===== config.mk =====
export PLATFORM = sky130hd
export DESIGN_NAME = eth_fifo_ctrl
export DESIGN_NICKNAME = d
export VERILOG_FILES = /design/src/rtl/eth_fifo_ctrl.sv
export SDC_FILE = /design/constraint.sdc
export NUM_CORES = 1
export LEC_CHECK = 0
export CORE_MARGIN = 2
export CORE_UTILIZATION = 35
export CTS_CLUSTER_DIAMETER = 80
export CTS_CLUSTER_SIZE = 12
export DETAILED_ROUTE_END_ITERATION = 8
export SLEW_MARGIN = 20
export SYNTH_ARGS = -nofsm -noshare
export SYNTH_HDL_FRONTEND = slang
export SYNTH_SLANG_ARGS = --single-unit
export TNS_END_PERCENT = 50

===== constraint.sdc =====
create_clock -name i_clk -period 4.2 [get_ports i_clk]
set_input_delay 0.63 -clock i_clk [delete_from_list [all_inputs] [get_ports i_clk]]
set_output_delay 0.63 -clock i_clk [all_outputs]
set_load 0.02 [all_outputs]

===== src/rtl/eth_fifo_ctrl.sv =====
// Frame-aware byte FIFO sequencer for an external registered-read dual-port RAM.
// Good frames commit on tlast, bad or oversize frames are rewound or dropped.
module eth_fifo_ctrl #(
    parameter int DATA_WIDTH = 8,
    parameter int MEM_DEPTH  = 64,
    parameter int ADDR_BITS  = $clog2(MEM_DEPTH)
) (
    input  logic                  i_clk,
    input  logic                  i_reset_n,
    input  logic [DATA_WIDTH-1:0] i_s_tdata,
    input  logic                  i_s_tvalid,
    input  logic                  i_s_tlast,
    input  logic                  i_s_tuser,
    output logic                  o_s_tready,
    output logic                  o_mem_wr_en,
    output logic [ADDR_BITS-1:0]  o_mem_wr_addr,
    output logic [DATA_WIDTH:0]   o_mem_wr_data,
    output logic                  o_mem_rd_en,
    output logic [ADDR_BITS-1:0]  o_mem_rd_addr,
    input  logic [DATA_WIDTH:0]   i_mem_rd_data,
    output logic [DATA_WIDTH-1:0] o_m_tdata,
    output logic                  o_m_tvalid,
    output logic                  o_m_tlast,
    input  logic                  i_m_tready,
    output logic [15:0]           o_drop_cnt,
    output logic [ADDR_BITS:0]    o_level
);

    localparam int PW = ADDR_BITS + 1;
    localparam logic [PW-1:0] DEPTH_P = PW'(MEM_DEPTH);
    localparam logic [PW-1:0] ONE_P   = PW'(1);

    typedef enum logic [1:0] {
        IDLE,
        FRAME,
        DROP
    } state_t;

    state_t              state;
    logic [PW-1:0]       wr_ptr;
    logic [PW-1:0]       commit_ptr;
    logic [PW-1:0]       rd_ptr;
    logic                run;
    logic [15:0]         drop_cnt;
    logic [DATA_WIDTH:0] buf_q [2];
    logic                head;
    logic [1:0]          cnt;
    logic                in_flight;

    logic                full;
    logic                avail;
    logic                oversize;
    logic                s_fire;
    logic                wr_fire;
    logic                drop_evt;
    logic                pop;
    logic                rd_fire;
    logic [2:0]          occ_next;

    always_comb begin
        full       = (wr_ptr - rd_ptr) == DEPTH_P;
        avail      = commit_ptr != rd_ptr;
        oversize   = (wr_ptr - commit_ptr) == DEPTH_P;
        o_s_tready = run & ((state == DROP) | ~full);
        s_fire     = i_s_tvalid & o_s_tready;
        wr_fire    = s_fire & (state != DROP);
        drop_evt   = s_fire & i_s_tlast & ((state == DROP) | i_s_tuser);
        pop        = o_m_tvalid & i_m_tready;
        // Entries buffered or arriving, after this cycle's pop.
        occ_next   = {1'b0, cnt} + {2'b00, in_flight} - {2'b00, pop};
        rd_fire    = avail & (occ_next < 3'd2);
    end

    assign o_mem_wr_en   = wr_fire;
    assign o_mem_wr_addr = wr_ptr[ADDR_BITS-1:0];
    assign o_mem_wr_data = {i_s_tlast, i_s_tdata};
    assign o_mem_rd_en   = rd_fire;
    assign o_mem_rd_addr = rd_ptr[ADDR_BITS-1:0];
    assign o_m_tvalid    = cnt != 2'd0;
    assign o_m_tdata     = buf_q[head][DATA_WIDTH-1:0];
    assign o_m_tlast     = buf_q[head][DATA_WIDTH];
    assign o_drop_cnt    = drop_cnt;
    assign o_level       = wr_ptr - rd_ptr;

    // Holds tready low while in reset and until the first clock after it.
    always_ff @(posedge i_clk or negedge i_reset_n) begin
        if (!i_reset_n) begin
            run <= 1'b0;
        end else begin
            run <= 1'b1;
        end
    end

    always_ff @(posedge i_clk or negedge i_reset_n) begin
        if (!i_reset_n) begin
            state      <= IDLE;
            wr_ptr     <= '0;
            commit_ptr <= '0;
        end else begin
            case (state)
                IDLE, FRAME: begin
                    if (wr_fire) begin
                        if (i_s_tlast) begin
                            state <= IDLE;
                            if (i_s_tuser) begin
                                wr_ptr <= commit_ptr;
                            end else begin
                                wr_ptr     <= wr_ptr + ONE_P;
                                commit_ptr <= wr_ptr + ONE_P;
                            end
                        end else begin
                            wr_ptr <= wr_ptr + ONE_P;
                            state  <= FRAME;
                        end
                    end else if (oversize) begin
                        // Frame fills the whole memory: give it up.
                        wr_ptr <= commit_ptr;
                        state  <= DROP;
                    end
                end
                DROP: begin
                    if (s_fire & i_s_tlast) begin
                        state <= IDLE;
                    end
                end
                default: begin
                    state <= IDLE;
                end
            endcase
        end
    end

    always_ff @(posedge i_clk or negedge i_reset_n) begin
        if (!i_reset_n) begin
            drop_cnt <= '0;
        end else if (drop_evt && (drop_cnt != 16'hFFFF)) begin
            drop_cnt <= drop_cnt + 16'd1;
        end
    end

    always_ff @(posedge i_clk or negedge i_reset_n) begin
        if (!i_reset_n) begin
            rd_ptr    <= '0;
            in_flight <= 1'b0;
        end else begin
            in_flight <= rd_fire;
            if (rd_fire) begin
                rd_ptr <= rd_ptr + ONE_P;
            end
        end
    end

    // Two-entry prefetch ring; the tail slot is head + cnt.
    always_ff @(posedge i_clk or negedge i_reset_n) begin
        if (!i_reset_n) begin
            buf_q[0] <= '0;
            buf_q[1] <= '0;
            head     <= 1'b0;
            cnt      <= 2'd0;
        end else begin
            if (in_flight) begin
                buf_q[head ^ cnt[0]] <= i_mem_rd_data;
            end
            if (pop) begin
                head <= ~head;
            end
            cnt <= cnt + {1'b0, in_flight} - {1'b0, pop};
        end
    end

endmodule


Run 1, power grid:
Scale bar: 20 microns. Pins as bars on the die edge. Tap cells in grey.
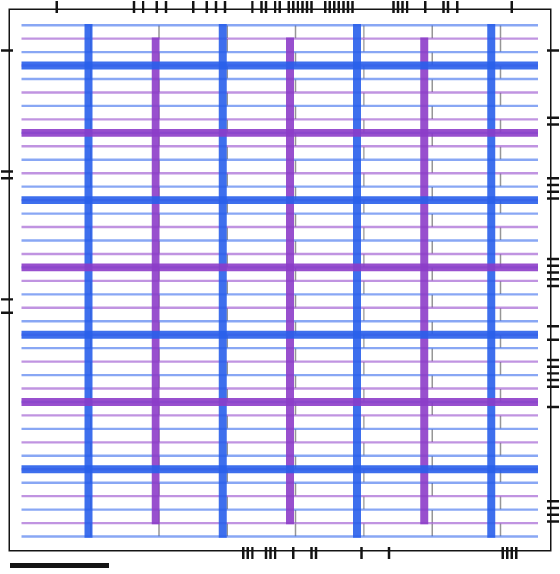
Key: VSS = blue; VDD = purple
140 tap cells. 7 straps on met4. The core has 38 rows. 80 signal pins sit on the boundary.

Run 1, placed cells, one colour a class:
Scale bar: 20 microns.
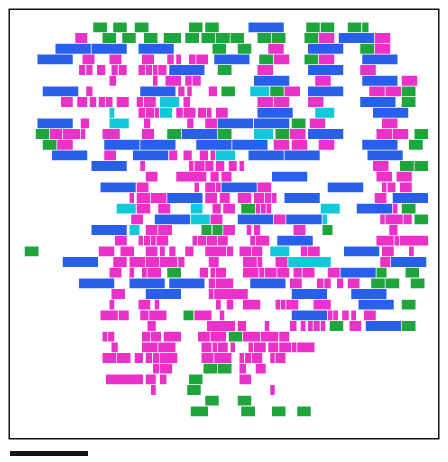
Key: remaining logic cells = magenta [cells 274]; clock drivers and dummy loads = cyan [cells 16]; remaining buffers and delay cells = green [cells 68]; sequential cells = blue [cells 62]

==> results.py, run 1 <==
# Synthesis and PnR figures
metrics = {
    "min_path": {
        "min_path_type": "input port to async pin",
    },
    "synth": {
        "synth_cell_types": 54,
        "yosys.stat.seqShare_pct": 40.1,
        "yosysTopAreaCell": "dfrtp_1",
        "yosys.area_share.simple_pct": 15.0,
        "numSynthFlops": 62,
        "edf_count": 0,
        "syn_area_per_cell_sq_um": 10.6,
        "ys_cells": 366,
        "synth_warnings": 0,
        "synthTopLogicFamily": "simple AND/OR/NAND/NOR gates",
        "muxShareOfSynthArea_pct": 12.2,
        "top_cell_area_share_pct": 40.1,
        "synthAoiAreaFrac_pct": 8.44,
        "async_reset_ff_share_pct": 100,
        "ff_type": "dfrtp_1",
        "fp_nets": 408,
        "postSynthCellCount": 366,
        "area_leaders": "dfrtp_1 40%, mux2_2 9.6%, xor2_1 6.6%",
        "synth_area_sq_um": 3870,
        "ys_area_sq_um": 3870,
        "most_common_cell": "dfrtp_1",
        "synthXorXnorAreaFrac_pct": 9.73,
        "top_cells_by_count": "62 x dfrtp_1, 33 x mux2_2, 29 x xor2_1",
        "adder_share_pct": 6.53,
    },
    "setup_path": {
        "slowest_stage": "clkdlybuf4s50_1",
        "arrival_ns": 3.25,
        "worst-setup-path-type": "flip-flop to output pin",
        "start_kind": "flip-flop",
        "timing.rr.start": "wr_ptr[0]",
        "slowest_delay_ns": 0.66,
        "setup.worst_path.start": "cnt[1]",
        "cp_cell_sequence": "or2_2, and2_1, ha_1, inv_1, ha_1, inv_1, fa_1, xor2_1, a211oi_1, clkdlybuf4s50_1",
        "reg2reg_depth": 12,
        "end_kind": "output pin",
        "path_buffers": 3,
        "rrSetupSlack_ns": 0.90,
        "crit_family": "adder cells",
        "worstPathRequired_ns": 3.57,
        "cp-endpoint": "o_mem_rd_en",
        "cp.depth": 10,
        "crit_fanout": 3,
    },
    "final_timing": {
        "rsz0062_at_grt": "no",
        "setup_viol": 0,
        "whs_ns": 0.266,
        "slew_headroom_pct": 35.8,
        "hold_viol_final": 0,
        "tightest_slew_ns": 0.959,
        "finalMaxSlewViolations": 0,
        "fin_skew_ns": 0.00833,
        "fmax_ghz": 0.258,
        "fin_crit_ns": 3.88,
        "setup_tns_ns": 0,
        "post-route-period-util_pct": 92.4,
    },
    "finish": {
        "syn_to_final_growth_pct": 21.4,
        "final_nets": 457,
        "final_cells": 560,
        "diodes": 0,
        "drive_above_1_share_pct": 16.4,
        "fin_util_pct": 43.5,
    },
    "global_routing": {
        "top_usage_layer": "met2",
        "antenna_found_initial": 0,
        "gr-total-overflow": 0,
        "gr-usage-all-layers_pct": 15.3,
        "grt_max_degree": 39,
        "gr-usage-met1_pct": 19.8,
        "met2_usage_pct": 24.8,
        "grtUsageMet3_pct": 4.36,
        "grt_pass1_vias": 2764,
        "grt_pass1_wl_microns": 14000,
    },
    "run": {
        "cap_violations": 0,
        "tool_warnings": 26,
    },
    "clocking": {
        "root_buffer": "clkbuf_8",
        "cts_tree": "built",
        "clkLatencyLatePin_ns": 0.34,
        "htree_levels": 3,
        "cts_sinks": 62,
        "cts.clk_slew.worst_paths_ns": 0.07,
        "clk_path_buf_depth": 2,
    },
    "power": {
        "vdd_drop_max_uv": 380,
        "power_leader": "combinational cells",
        "switching_power_uw": 1770,
        "pwr_density_cell_nw_per_um2": 871,
        "leakage_uw": 0.00212,
        "p_int_uw": 2320,
        "clockPowerShare_pct": 13.1,
        "swShare_pct": 43.3,
        "clock_power_uw": 535,
        "pwr-share-seq_pct": 27.3,
        "p_comb_uw": 2440,
        "power_uw": 4090,
        "seq-power_uw": 1120,
        "p_comb_share_pct": 59.6,
    },
    "detailed_routing": {
        "drt_pass1_iterations": 5,
        "top_layer": "met4",
        "wl_met2_microns": 4240,
        "initialDrtViolationCount": 118,
        "wl_per_cell_microns": 15.4,
        "drt-met1-wl_microns": 3810,
        "met3WireLength_microns": 431,
        "ant_nets": 0,
        "drc": 0,
        "drt-total-wl_microns": 8630,
        "dr_total_vias": 2787,
    },
    "die": {
        "die-width_microns": 109,
        "core_area_sq_um": 10800,
        "die_h_microns": 109,
        "ioPinCount": 80,
        "fp-utilization_pct": 35.9,
        "die_area_sq_um": 11900,
        "row_count": 38,
    },
    "placement": {
        "place_inst": 543,
        "hpwlAfterDp_microns": 6490,
        "port_buffers": 63,
    },
    "outcome": {
        "status": "completed",
    },
}
Run 1, clock wires, drivers and flops:
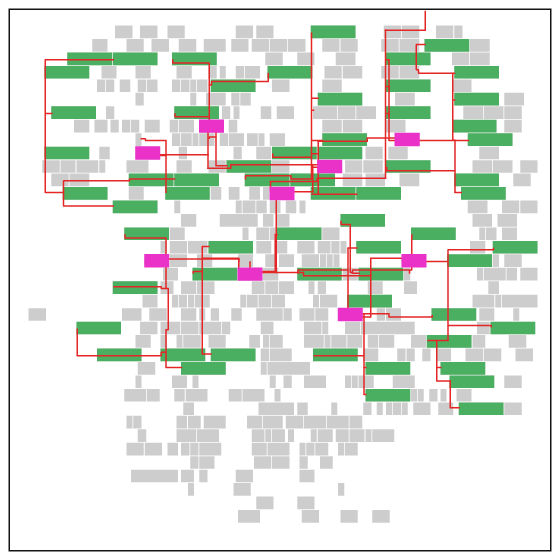
Key: flip-flops = green [count 62]; clock-net drivers = magenta [count 9]; clock wires = red [length 867 microns]
There are 10 routed clock nets.

run 1: placed cells by master, fill, tap and decap left out, types with 2 or more instances in the layout:
master           Yosys  routed
nand2_1             18      17
ha_1                17      17
nand2b_1             4       4
o211ai_1             2       2
xor2_1              29      29
o21ai_0              5       5
buf_4               21       5
and2_1               3       3
dfrtp_1             62      62
mux2i_1             10      10
mux2_2              33      33
fa_1                 2       2
nor2_1              16      16
nand3b_1             2       2
clkdlybuf4s50_1      0      60
dlymetal6s2s_1       0       2
o22a_1               4       4
a221o_1              2       2
clkbuf_8             0      10
and3_1               8       8
nand3_1             20      20
a21oi_1              5       5
a31oi_1              2       2
or2_2                2       2
inv_1               22      22
nor3_1              13      13
o31ai_1              3       3
a211oi_1             7       7
nor4_1               3       3
nor2b_1              4       4
a21o_1               3       3
clkbuf_1             4       2
nor3b_1              2       2
xnor2_1             14      14
run 1: layout make-up:
class                   instances  area (sq um)
clock buffers                  12           145
clock inverters                 4          55.1
multi-input cells             251          2020
flip-flops and latches         62          1550
repair buffers                 68           668
fillers                      1041          6100
well taps                     140           175
inverters                      23          86.3
run 1: flip-flops by register name, summed over array words and instances, names as in the netlist:
name,flops
run,1
head,1
o_drop_cnt,16
in_flight,1
rd_ptr,7
buf_q,18
state,2
commit_ptr,7
wr_ptr,7
cnt,2
run 1: repair_timing:
action,in CTS,in global routing
pin swaps,1,1
endpoints found under the setup margin,1,2
setup buffers,0,1
resized,1,2
run 1: stage by stage:
| step | area (sq um) | setup slack [ns] |
|---|---|---|
| floorplan | 3870 | 0.630 |
| global placement | 4480 | 0.338 |
| detailed placement | 4480 | 0.302 |
| CTS | 4680 | 0.0190 |
| global route | 4700 | 0.0884 |
| finish | 4700 | 0.320 |
Run 1, routing congestion map:
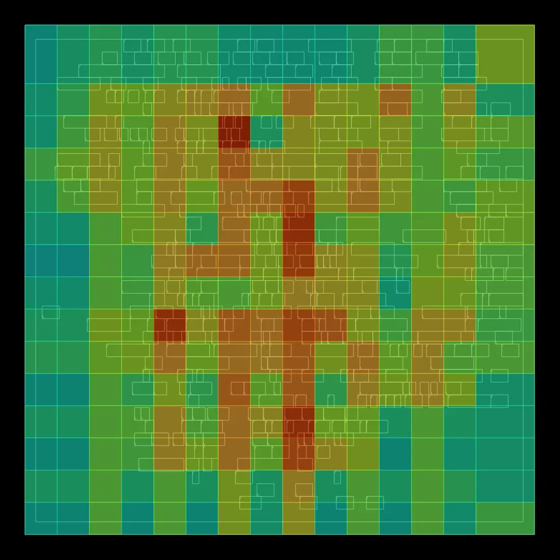

## Run 2: what changed since run 1
--- a/config.mk
+++ b/config.mk
@@ -10,6 +10,7 @@
 export CTS_CLUSTER_DIAMETER = 80
 export CTS_CLUSTER_SIZE = 12
 export DETAILED_ROUTE_END_ITERATION = 8
+export PLACE_DENSITY = 0.57
 export SLEW_MARGIN = 20
 export SYNTH_ARGS = -nofsm -noshare
 export SYNTH_HDL_FRONTEND = slang
Run 2, routing congestion map:
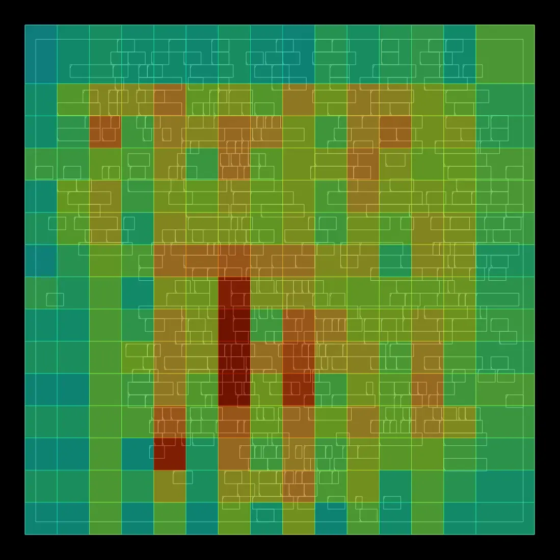
GRT busiest layer: met2
met2 Use GR: 24.7%
GR Layer Usage met3: 3.65%
Total GRT Usage: 15.8%

Run 2, clock wires, drivers and flops:
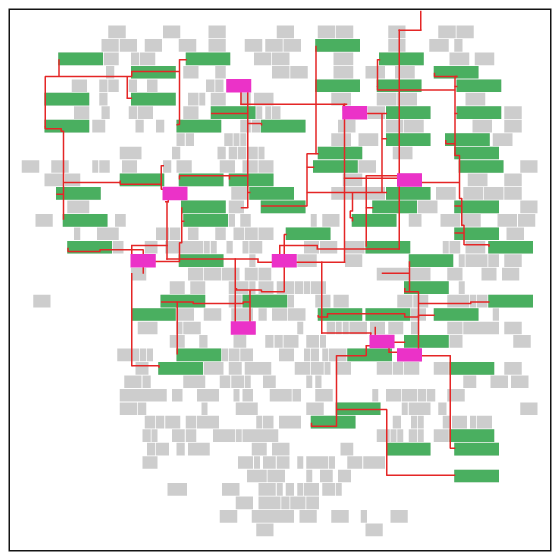
Key: clock wires = red [length 926 microns]; clock-net drivers = magenta [count 9]; flip-flops = green [count 62]
There are 10 routed clock nets.

==> results.py, run 2 <==
# Synthesis and PnR figures
metrics = {
    "outcome": {
        "status": "completed",
    },
    "setup_path": {
        "start_kind": "flip-flop",
        "worst-setup-path-type": "flip-flop to output pin",
        "worstPathRequired_ns": 3.57,
        "end_kind": "output pin",
        "crit_fanout": 6,
    },
    "placement": {
        "port_buffers": 63,
    },
    "synth": {
        "top_cell_area_share_pct": 40.1,
        "async_reset_ff_share_pct": 100,
        "ff_type": "dfrtp_1",
        "most_common_cell": "dfrtp_1",
        "top_cells_by_count": "62 x dfrtp_1, 33 x mux2_2, 29 x xor2_1",
        "synth_cell_types": 54,
        "postSynthCellCount": 366,
        "yosys.stat.seqShare_pct": 40.1,
        "fp_nets": 408,
        "area_leaders": "dfrtp_1 40%, mux2_2 9.6%, xor2_1 6.6%",
        "synth_area_sq_um": 3870,
        "numSynthFlops": 62,
    },
    "finish": {
        "drive_above_1_share_pct": 17.1,
        "largest_reg_flops": 18,
        "lay_top_count": "dfrtp_1",
        "final_cells": 562,
        "stdcell_area_sq_um": 4730,
        "final_cell_mix": "62 x dfrtp_1, 61 x clkdlybuf4s50_1, 33 x mux2_2",
        "syn_to_final_growth_pct": 22.3,
    },
    "clocking": {
        "cts_sinks": 62,
        "post_cts_resized": 0,
        "clkLatencyLatePin_ns": 0.35,
        "clk_path_buf_depth": 2,
    },
    "final_timing": {
        "post-route-period-util_pct": 96.1,
        "fmax_ghz": 0.248,
        "layout_setup_ws_ns": 0.165,
        "fin_crit_ns": 4.04,
        "tightest_slew_ns": 0.895,
        "slew_headroom_pct": 40.1,
        "fin_skew_ns": 0.0128,
        "whs_ns": 0.203,
        "rsz0062_at_grt": "no",
        "setup_tns_ns": 0,
        "hold_viol_final": 0,
        "finalMaxSlewViolations": 0,
    },
    "die": {
        "row_count": 38,
        "die_area_sq_um": 11900,
        "ioPinCount": 80,
        "core_area_sq_um": 10800,
        "fp-utilization_pct": 35.9,
        "die_h_microns": 109,
        "die-width_microns": 109,
    },
    "detailed_routing": {
        "top_layer": "met4",
        "drc": 0,
        "dr_total_vias": 2792,
        "drt-met1-wl_microns": 4070,
        "wl_per_cell_microns": 15.4,
        "wl_met2_microns": 4100,
        "drt-total-wl_microns": 8670,
        "drt_pass1_iterations": 4,
    },
    "global_routing": {
        "grt_pass1_vias": 2789,
        "gr-usage-met1_pct": 21.3,
        "gr-total-overflow": 0,
        "grt_max_degree": 44,
        "antenna_found_initial": 0,
    },
    "run": {
        "tool_warnings": 26,
        "cap_violations": 0,
    },
    "power": {
        "leakage_uw": 0.00213,
    },
}
==> run 2: cell counts after synthesis <==
Identical to the previous run, type by type.
==> run 2: cell families after synthesis <==
| group | synth area share [%] |
|---|---|
| simple gates | 15.0 |
| flops | 40.1 |
| buf+inv | 7.89 |
| xor+xnor | 9.73 |
| mux | 12.2 |
| compound gates | 8.44 |
| fa+ha+maj | 6.53 |
| other cells | 0.0969 |
==> run 2: worst max-delay path, stage by stage, from the launching register on <==
cell,delay (ns)
dfrtp_1,0.44
inv_1,0.16
ha_1,0.18
inv_1,0.05
fa_1,0.39
xor2_1,0.19
or4_4,0.50
nor4b_4,0.36
a21o_1,0.20
inv_2,0.05
clkdlybuf4s50_1,0.53
==> run 2: per-stage QoR <==
stage	total power [uW]	util [%]
after floorplan	2770	-
after global placement	3560	41.7
after global routing	4510	43.9
after CTS	4240	43.8
after detailed placement	3600	41.7
final	4180	43.9
==> run 2: report_power, final <==
group / internal [uW] / switching [uW]
combinational: 1200 / 1260
sequential: 829 / 280
clock: 343 / 270
total: 2370 / 1810
==> run 2: cell type report <==
type                    count  area (sq um)
clock buffers               9           124
clock inverters             7           103
fillers                  1051          6060
inverters                  23          86.3
multi-input cells         251          2010
flip-flops and latches     62          1550
well taps                 140           175
repair buffers             70           681
==> run 2: worst paths after layout <==
check / depth (start not counted) / slack [ns] / end / from
worst min-delay path: 1 / 0.20 / buf_q[11] / i_reset_n
min in group i_clk: 1 / 0.48 / o_drop_cnt[10] / o_drop_cnt[10]
worst min register to register: 1 / 0.48 / o_drop_cnt[10] / o_drop_cnt[10]
worst max register to register: 11 / 0.90 / o_drop_cnt[1] / wr_ptr[0]
worst max-delay path: 10 / 0.16 / o_mem_wr_en / wr_ptr[0]
max in group asynchronous: 2 / 3.08 / o_drop_cnt[11] / i_reset_n
Power and IR drop assume default switching activity.
